===== config.mk =====
export PLATFORM = sky130hd
export DESIGN_NAME = hanoi_move_sequencer_flat
export DESIGN_NICKNAME = d
export VERILOG_FILES = /design/src/rtl/hanoi_move_sequencer_if.sv /design/src/rtl/hanoi_move_sequencer.sv /design/src/flat_wrapper.sv
export SDC_FILE = /design/constraint.sdc
export NUM_CORES = 1
export LEC_CHECK = 0
export ABC_CLOCK_PERIOD_IN_PS = 8500
export CAP_MARGIN = 40
export CELL_PAD_IN_SITES_DETAIL_PLACEMENT = 1
export CELL_PAD_IN_SITES_GLOBAL_PLACEMENT = 2
export CORE_UTILIZATION = 35
export CTS_CLUSTER_SIZE = 25
export DETAILED_ROUTE_END_ITERATION = 10
export GPL_ROUTABILITY_DRIVEN = 0
export PLACE_DENSITY = 0.86
export SYNTH_ARGS = -nofsm -noshare
export SYNTH_HDL_FRONTEND = slang
export SYNTH_SLANG_ARGS = --single-unit

===== constraint.sdc =====
create_clock -name clk -period 8.5 [get_ports clk]
set_input_delay 2.125 -clock clk [delete_from_list [all_inputs] [get_ports clk]]
set_output_delay 2.125 -clock clk [all_outputs]
set_load 0.01 [all_outputs]

===== src/rtl/hanoi_move_sequencer_if.sv =====
// Move handshake between the Hanoi sequencer and the tower datapath.
// The sequencer drives the master side; the datapath answers with mv_rdy.
interface hanoi_move_sequencer_if;
  logic       mv_vld;
  logic [1:0] mv_fr;
  logic [1:0] mv_to;
  logic       mv_rdy;

  modport master (output mv_vld, output mv_fr, output mv_to, input mv_rdy);
  modport slave  (input mv_vld, input mv_fr, input mv_to, output mv_rdy);
endinterface


===== src/rtl/hanoi_move_sequencer.sv =====
// Tower-of-Hanoi move sequencer: generates the optimal S-disk solution or forwards
// single manual moves, checking each against a shadow copy of peg occupancy.
module hanoi_move_sequencer #(
  parameter int unsigned S = 4
) (
  input  logic                   clk,
  input  logic                   rst,
  input  logic                   start,
  input  logic                   man_vld,
  input  logic [1:0]             man_fr,
  input  logic [1:0]             man_to,
  hanoi_move_sequencer_if.master mv,
  output logic                   busy,
  output logic                   done,
  output logic                   err,
  output logic [S-1:0]           move_cnt,
  output logic [S-1:0]           peg0,
  output logic [S-1:0]           peg1,
  output logic [S-1:0]           peg2
);

  typedef enum logic [1:0] {ST_IDLE, ST_AUTO, ST_MAN} state_t;

  localparam logic [S:0] K_ONE   = (S+1)'(1);
  localparam logic [S:0] K_THREE = (S+1)'(3);
  localparam logic [S:0] K_LAST  = (S+1)'((1 << S) - 1);

  state_t       r_state;
  logic [S-1:0] r_cnt;
  logic [S-1:0] r_peg0, r_peg1, r_peg2;
  logic [1:0]   r_fr, r_to;
  logic         r_done, r_err;

  logic [S:0]   w_m, w_and, w_orp;
  logic [1:0]   w_afr_raw, w_ato_raw, w_afr, w_ato;
  logic [1:0]   w_fr, w_to;
  logic [S-1:0] w_top, w_nxt0, w_nxt1, w_nxt2;
  logic         w_xfer, w_auto_legal, w_man_legal;

  function automatic logic [S-1:0] sel_peg(input logic [1:0] p, input logic [S-1:0] a,
                                           input logic [S-1:0] b, input logic [S-1:0] c);
    case (p)
      2'd0:    return a;
      2'd1:    return b;
      default: return c;
    endcase
  endfunction

  function automatic logic [S-1:0] top_bit(input logic [S-1:0] x);
    return x & (-x);
  endfunction

  function automatic logic [1:0] swap12(input logic [1:0] p);
    return (p == 2'd1) ? 2'd2 : ((p == 2'd2) ? 2'd1 : p);
  endfunction

  function automatic logic is_legal(input logic [1:0] fr, input logic [1:0] to,
                                    input logic [S-1:0] a, input logic [S-1:0] b,
                                    input logic [S-1:0] c);
    logic [S-1:0] st, dt;
    st = top_bit(sel_peg(fr, a, b, c));
    dt = top_bit(sel_peg(to, a, b, c));
    return (fr != to) && (fr <= 2'd2) && (to <= 2'd2) && (st != '0) &&
           ((dt == '0) || (st < dt));
  endfunction

  // Move m = cnt+1 is computed one bit wider so (m | (m-1)) + 1 cannot overflow.
  always_comb begin
    w_m       = {1'b0, r_cnt} + K_ONE;
    w_and     = w_m & (w_m - K_ONE);
    w_orp     = (w_m | (w_m - K_ONE)) + K_ONE;
    w_afr_raw = 2'(w_and % K_THREE);
    w_ato_raw = 2'(w_orp % K_THREE);
    w_afr     = (S % 2 == 0) ? swap12(w_afr_raw) : w_afr_raw;
    w_ato     = (S % 2 == 0) ? swap12(w_ato_raw) : w_ato_raw;
    w_fr      = (r_state == ST_AUTO) ? w_afr : r_fr;
    w_to      = (r_state == ST_AUTO) ? w_ato : r_to;
  end

  always_comb begin
    w_top  = top_bit(sel_peg(w_fr, r_peg0, r_peg1, r_peg2));
    w_nxt0 = r_peg0;
    w_nxt1 = r_peg1;
    w_nxt2 = r_peg2;
    if (w_fr == 2'd0) w_nxt0 = w_nxt0 & ~w_top;
    if (w_fr == 2'd1) w_nxt1 = w_nxt1 & ~w_top;
    if (w_fr == 2'd2) w_nxt2 = w_nxt2 & ~w_top;
    if (w_to == 2'd0) w_nxt0 = w_nxt0 | w_top;
    if (w_to == 2'd1) w_nxt1 = w_nxt1 | w_top;
    if (w_to == 2'd2) w_nxt2 = w_nxt2 | w_top;
  end

  assign w_xfer       = (r_state != ST_IDLE) && mv.mv_rdy;
  assign w_auto_legal = is_legal(w_afr, w_ato, r_peg0, r_peg1, r_peg2);
  assign w_man_legal  = is_legal(man_fr, man_to, r_peg0, r_peg1, r_peg2);

  always_ff @(posedge clk or negedge rst) begin
    if (!rst) begin
      r_state <= ST_IDLE;
      r_cnt   <= '0;
      r_peg0  <= '1;
      r_peg1  <= '0;
      r_peg2  <= '0;
      r_fr    <= '0;
      r_to    <= '0;
      r_done  <= 1'b0;
      r_err   <= 1'b0;
    end else begin
      r_done <= 1'b0;
      r_err  <= 1'b0;
      case (r_state)
        ST_IDLE: begin
          if (start) begin
            if (r_peg0 == '1) begin
              r_state <= ST_AUTO;
              r_cnt   <= '0;
            end else begin
              r_err <= 1'b1;
            end
          end else if (man_vld) begin
            if (w_man_legal) begin
              r_state <= ST_MAN;
              r_fr    <= man_fr;
              r_to    <= man_to;
            end else begin
              r_err <= 1'b1;
            end
          end
        end
        ST_AUTO: begin
          if (man_vld) r_err <= 1'b1;
          if (!w_auto_legal) begin
            r_err   <= 1'b1;
            r_state <= ST_IDLE;
          end else if (w_xfer) begin
            r_peg0 <= w_nxt0;
            r_peg1 <= w_nxt1;
            r_peg2 <= w_nxt2;
            r_cnt  <= w_m[S-1:0];
            if (w_m == K_LAST) begin
              r_state <= ST_IDLE;
              r_done  <= 1'b1;
            end
          end
        end
        ST_MAN: begin
          if (man_vld) r_err <= 1'b1;
          if (w_xfer) begin
            r_peg0  <= w_nxt0;
            r_peg1  <= w_nxt1;
            r_peg2  <= w_nxt2;
            r_state <= ST_IDLE;
          end
        end
        default: r_state <= ST_IDLE;
      endcase
    end
  end

  a_auto_legal: assert property (@(posedge clk) disable iff (!rst)
                                 (r_state == ST_AUTO) |-> w_auto_legal);

  assign mv.mv_vld = (r_state != ST_IDLE);
  assign mv.mv_fr  = w_fr;
  assign mv.mv_to  = w_to;
  assign busy      = (r_state != ST_IDLE);
  assign done      = r_done;
  assign err       = r_err;
  assign move_cnt  = r_cnt;
  assign peg0      = r_peg0;
  assign peg1      = r_peg1;
  assign peg2      = r_peg2;

endmodule


===== src/flat_wrapper.sv =====
// flat-port wrapper written by rule: the top's interface ports become plain ports
module hanoi_move_sequencer_flat 
#(
  parameter int unsigned S = 4
)
  (clk, rst, start, man_vld, man_fr, man_to, busy, done, err, move_cnt, peg0, peg1, peg2, mv_mv_vld, mv_mv_fr, mv_mv_to, mv_mv_rdy);
  hanoi_move_sequencer_if mv_i ();
  input  logic clk;
  input  logic rst;
  input  logic start;
  input  logic man_vld;
  input  logic [1:0] man_fr;
  input  logic [1:0] man_to;
  output logic busy;
  output logic done;
  output logic err;
  output logic [S-1:0] move_cnt;
  output logic [S-1:0] peg0;
  output logic [S-1:0] peg1;
  output logic [S-1:0] peg2;
  output wire logic [$bits(mv_i.mv_vld)-1:0] mv_mv_vld;
  output wire logic [$bits(mv_i.mv_fr)-1:0] mv_mv_fr;
  output wire logic [$bits(mv_i.mv_to)-1:0] mv_mv_to;
  input wire logic [$bits(mv_i.mv_rdy)-1:0] mv_mv_rdy;
  assign mv_mv_vld = mv_i.mv_vld;
  assign mv_mv_fr = mv_i.mv_fr;
  assign mv_mv_to = mv_i.mv_to;
  assign mv_i.mv_rdy = mv_mv_rdy;
  hanoi_move_sequencer #(.S(S)) u_core (.clk(clk), .rst(rst), .start(start), .man_vld(man_vld), .man_fr(man_fr), .man_to(man_to), .mv(mv_i), .busy(busy), .done(done), .err(err), .move_cnt(move_cnt), .peg0(peg0), .peg1(peg1), .peg2(peg2));
endmodule

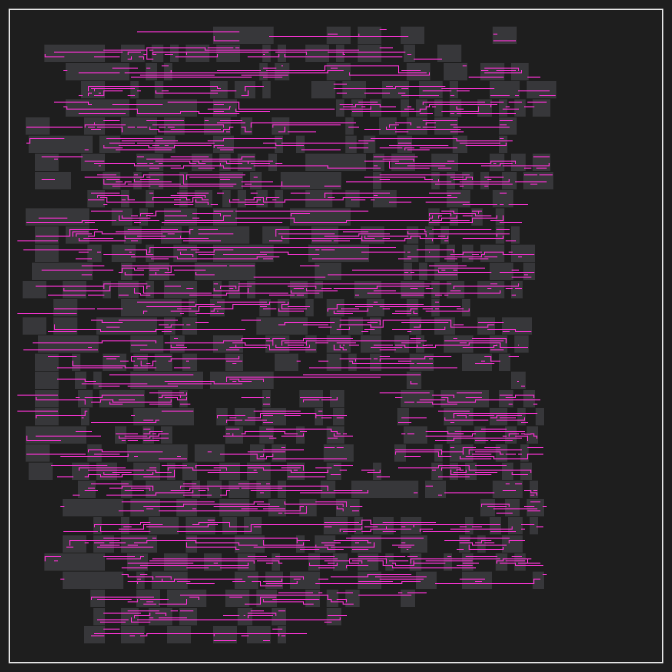
(run_1/m1.png)
wire length on this layer: 4970 um
nets with wire on the layer: 399
main direction: horizontal
share of all routed wire: 51%
post-detailed-routing wire length: 9772 um
met1 Track Usage GR: 0.3030
via total after detailed routing: 3151

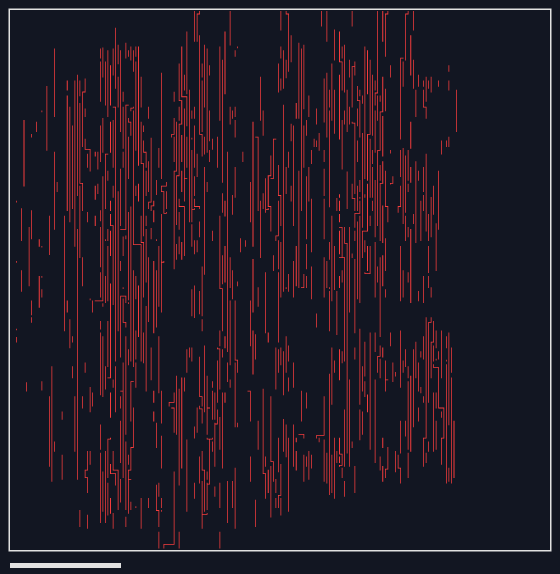
(run_1/m2.png)
Scale bar: 20 um.
main direction: vertical
share of all routed wire: 46%
nets with wire on the layer: 379
wire length on this layer: 4490 um
longest straight run: 45.9 um
met2 layer usage reported by global route: 0.3464

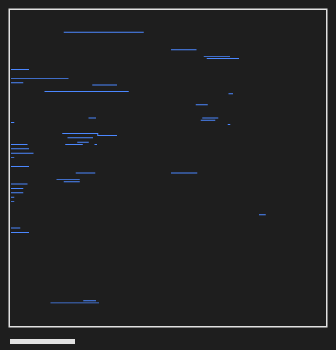
(run_1/m3.png)
Scale bar: 20 um.
main direction: horizontal
wire length on this layer: 248 um
met3 GRT Util: 0.01151

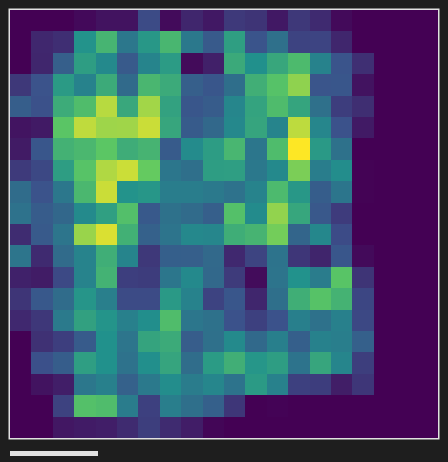
(run_1/route_heat.png)
Scale bar: 20 um. 20 x 20 tiles, from dark purple (low) to yellow (high), scaled to the fullest tile. Values are wire area over tile area, all layers added.
nearly empty tiles: 23%
mean over tiles: 0.16
fullest tile: 0.51
tiles over half the peak: 24%
routed length per placed instance: 19.05 um
GRT Resource Usage Total: 0.2095

[run 1: state kept, by name (all words and copies together) (netlist names), named ones only]
name	cells
u_core.r_fr	2
u_core.peg2	2
u_core.err	1
u_core.r_state	2
u_core.done	1
u_core.peg0	4
u_core.peg1	4
u_core.r_to	2
u_core.move_cnt	4
[run 1: layout by cell type (no fill, tap or decap), types with 4 or more instances in the layout]
| cell type | instances |
|---|---|
| sky130_fd_sc_hd__mux2i_1 | 17 |
| sky130_fd_sc_hd__nor2b_1 | 8 |
| sky130_fd_sc_hd__nand4_1 | 9 |
| sky130_fd_sc_hd__a21oi_1 | 18 |
| sky130_fd_sc_hd__inv_1 | 9 |
| sky130_fd_sc_hd__nor3_1 | 9 |
| sky130_fd_sc_hd__a22o_1 | 4 |
| sky130_fd_sc_hd__a21o_1 | 7 |
| sky130_fd_sc_hd__nand2b_1 | 13 |
| sky130_fd_sc_hd__o2111ai_1 | 7 |
| sky130_fd_sc_hd__clkdlybuf4s50_1 | 32 |
| sky130_fd_sc_hd__dfrtp_1 | 20 |
| sky130_fd_sc_hd__o21ai_0 | 18 |
| sky130_fd_sc_hd__or4_1 | 4 |
| sky130_fd_sc_hd__dfstp_2 | 4 |
| sky130_fd_sc_hd__o211ai_1 | 7 |
| sky130_fd_sc_hd__nand3_1 | 13 |
| sky130_fd_sc_hd__o21ai_1 | 5 |
| sky130_fd_sc_hd__nand2_1 | 39 |
| sky130_fd_sc_hd__ha_1 | 14 |
| sky130_fd_sc_hd__and3_1 | 5 |
| sky130_fd_sc_hd__nor2_1 | 32 |
| sky130_fd_sc_hd__a32o_1 | 10 |
| sky130_fd_sc_hd__mux2_2 | 8 |
==> design notes, run 1 <==
End point of the worst hold path: u_core.r_fr[1]. The flow ran to the end, and the final reports show no timing, DRC or antenna violations. Post-CTS setup buffer count: 0. Synthesis produced 395 cells.

Register bit count reported by yosys: 24. Per the detail_route log, met2 wirelength is 4494 um. The number of enable flip-flop cells is 0.

Worst reg2reg path depth: 28. Counting the warning lines in the Yosys log gives 0. The total overflow left after global routing is 0. The initial antenna violation count is 0. The placement row count is 34, and the number of ports placed on the die boundary is 33. The area share of the largest cell type after synthesis was 0.1564.

The largest combinational cell category by area was AND-OR/OR-AND gates. In this run, distinct cell masters in the synthesized netlist total 87. The data required time reported for the critical path is 6380 ps. The non-clock inverters instantiated in the layout total 12.

The run gives 173 as the first-iteration detailed-routing DRC count. Counting buffers and inverters, the worst setup path is 22 cells deep. The number of multi-input combinational cells in the layout was 331. The number of H-tree levels was 1. Setup violations remaining at the end of the flow were counted as 0.

Across all stage logs, warnings added up to 31. The run gives 0.003530 mm^2 as the standard cell area after detailed placement. The largest share of the power goes to combinational logic. In the final layout, flip-flops and latches occupy 605.6 um^2.

Most crowded layer after global routing: met2. For the clock group, total power comes out at 0.103 mW. The synthesis run shows the most used standard cells to be sky130_fd_sc_hd__nand2_1 (39), sky130_fd_sc_hd__nor2_1 (32), sky130_fd_sc_hd__dfrtp_1 (20). The critical path maximum fanout is 13. Kind of start point of the critical path: a flip-flop.

For the data arrival time at the worst-slack endpoint, the log shows 5790 ps. With the worst-case vdd ir drop at 0.1012 mV, the internal reg-to-reg setup slack is 940 ps. The delay of the slowest cell on the worst path came out at 610 ps. The startpoint identified for the worst hold timing path is u_core.r_fr[1]. The number of maximum-capacitance violations was 0; the die height was 97.63 um.

The initial core utilization was 0.3635. The clock network fraction of design power is 0.179, and the number of buffers inserted during clock tree synthesis is 3. The die is 97.63 um wide. The tools report the flip-flop and latch count as 24. The cell count of the worst hold path came out at 1.

The final critical-path required period came out at 7919 ps. Endpoints failing hold in the final report were tallied at 0. Category of the worst setup path capture point: a primary output.
==> run_1/clock_nets.png <==
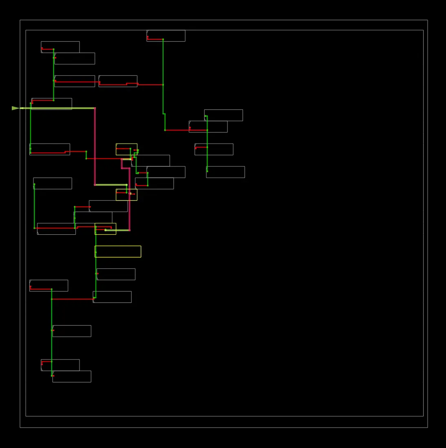

==> run 2: changes to the inputs <==
ABC_CLOCK_PERIOD_IN_PS = 8790   (was 8500)
clock period = 8.79 ns   (was 8.5 ns; I/O delays follow)
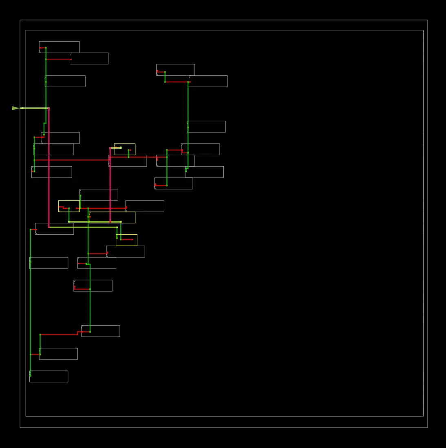
(run_2/clock_nets.png)
number of buffers created by CTS: 3
sinks on the clock net: 24
final sequential cell count: 24
worst-case clock skew: 3.634 ps
insertion delay of the later-clocked pin in the worst-skew pair: 270 ps

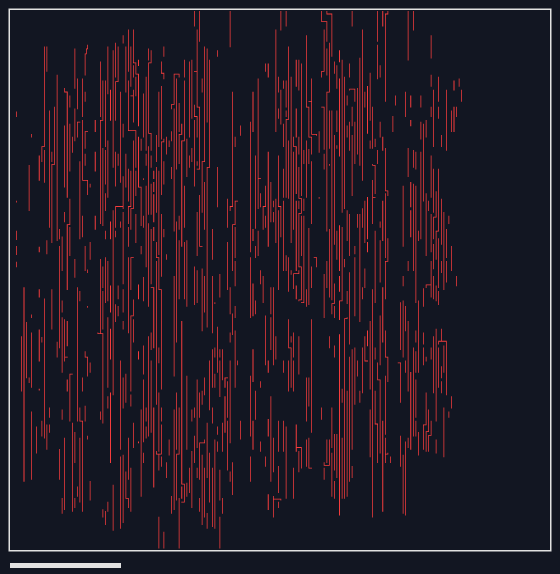
(run_2/m2.png)
Scale bar: 20 um.
main direction: vertical
nets with wire on the layer: 377
share of all routed wire: 48%
longest straight run: 41.1 um
wire length on this layer: 4850 um
via total after detailed routing: 3154
met2 layer usage reported by global route: 0.3584

==> run 2 against run 1 <==
Register-to-register slack worse by 70 ps. Global-route usage up 0.28 points. Power down 3.7%. Flip-flop count unchanged. Via count about the same. Setup slack worse by 96 ps. Die area unchanged. Largest power group unchanged.
==> design notes, run 2 <==
Total global-route track usage: 0.2122. Category of the worst setup path capture point: a primary output. The initial antenna violation count was 0; the count of different cell masters after synthesis was 87. Per the cell usage report, the commonest logic cells after layout are sky130_fd_sc_hd__nand2_1 (39), sky130_fd_sc_hd__nor2_1 (32), sky130_fd_sc_hd__clkdlybuf4s50_1 (32). After floorplanning, the core was divided into 34 placement rows.

The tools report the number of ports placed on the die boundary as 33. For the number of standard cells after synthesis, the log shows 395. The run finished with clean final reports. The die is 97.63 um tall.

Max fanout on the critical path was recorded as 20. Yosys reports that the most numerous cell types are sky130_fd_sc_hd__nand2_1 (39), sky130_fd_sc_hd__nor2_1 (32), sky130_fd_sc_hd__dfrtp_1 (20). For the number of maximum-capacitance violations, the log shows 0. The arrival time of data at the worst endpoint is listed as 6110 ps. The critical path data required time was 6590 ps; the area share of the largest cell type after synthesis was 0.1564. The number of setup buffers added after CTS is 0. The floorplan step set the die width to 97.63 um. With the clock network fraction of design power at 0.178, the worst-case vdd ir drop is 0.1807 mV. STA classifies the critical path startpoint as a flip-flop. Warnings raised by the tools during the run amount to 31.
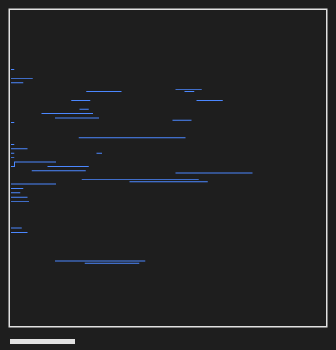
(run_2/m3.png)
Scale bar: 20 um.
longest straight run: 35.9 um
main direction: horizontal
wire length on this layer: 332 um
share of all routed wire: 3.3%
nets with wire on the layer: 31
met3 GRT Util: 0.01871
post-detailed-routing wire length: 10020 um

[run 2: metrics by stage]
step                cells  power, mW    util  instance area (um^2)
CTS                   513     0.5550  0.4085                  3597
detailed placement    509     0.4548  0.4004                  3526
global placement      508     0.4463  0.3991                  3515
global route          513     0.5925  0.4085                  3597
floorplan             395     0.3513       -                  3201
finish                513     0.5535  0.4085                  3597
[run 2: per-layer routing]
layer / up-vias / track usage / share of wire
met4: 0 / 0.03846 / 0.0046
met5: - / 0 / 0
li1: 1533 / - / -
met2: 53 / 0.3584 / 0.48
met1: 1564 / 0.2959 / 0.48
met3: 4 / 0.01871 / 0.033
[run 2: cell families after synthesis]
family | after synthesis | synth area share
flops | 24 | 0.1892
compound gates | 122 | 0.3042
simple gates | 162 | 0.2780
buf+inv | 40 | 0.06059
mux | 26 | 0.08483
xor+xnor | 6 | 0.02463
fa+ha+maj | 15 | 0.05864
[run 2: path summary, 6_finish.rpt]
path	cells after the start	to	slack, ps	start
max reg2reg	27	flip-flop	870	u_core.move_cnt[1]
min in group asynchronous	1	async pin	2330	rst
max in group asynchronous	2	u_core.peg0[1]	5850	rst
min reg2reg	1	u_core.r_to[0]	520	u_core.r_to[0]
min	1	u_core.r_to[0]	520	u_core.r_to[0]
max	18	mv_mv_to[1]	480	u_core.move_cnt[1]
[run 2: cell type report]
class | count | area share
multi-input cells | 331 | 0.6675
flip-flops and latches | 24 | 0.1683
clock buffers | 3 | 0.01148
well taps | 108 | 0.03757
clock inverters | 1 | 0.008348
repair buffers | 34 | 0.09426
inverters | 12 | 0.01252
No activity file was given, so power comes from the tool's default toggle rates.
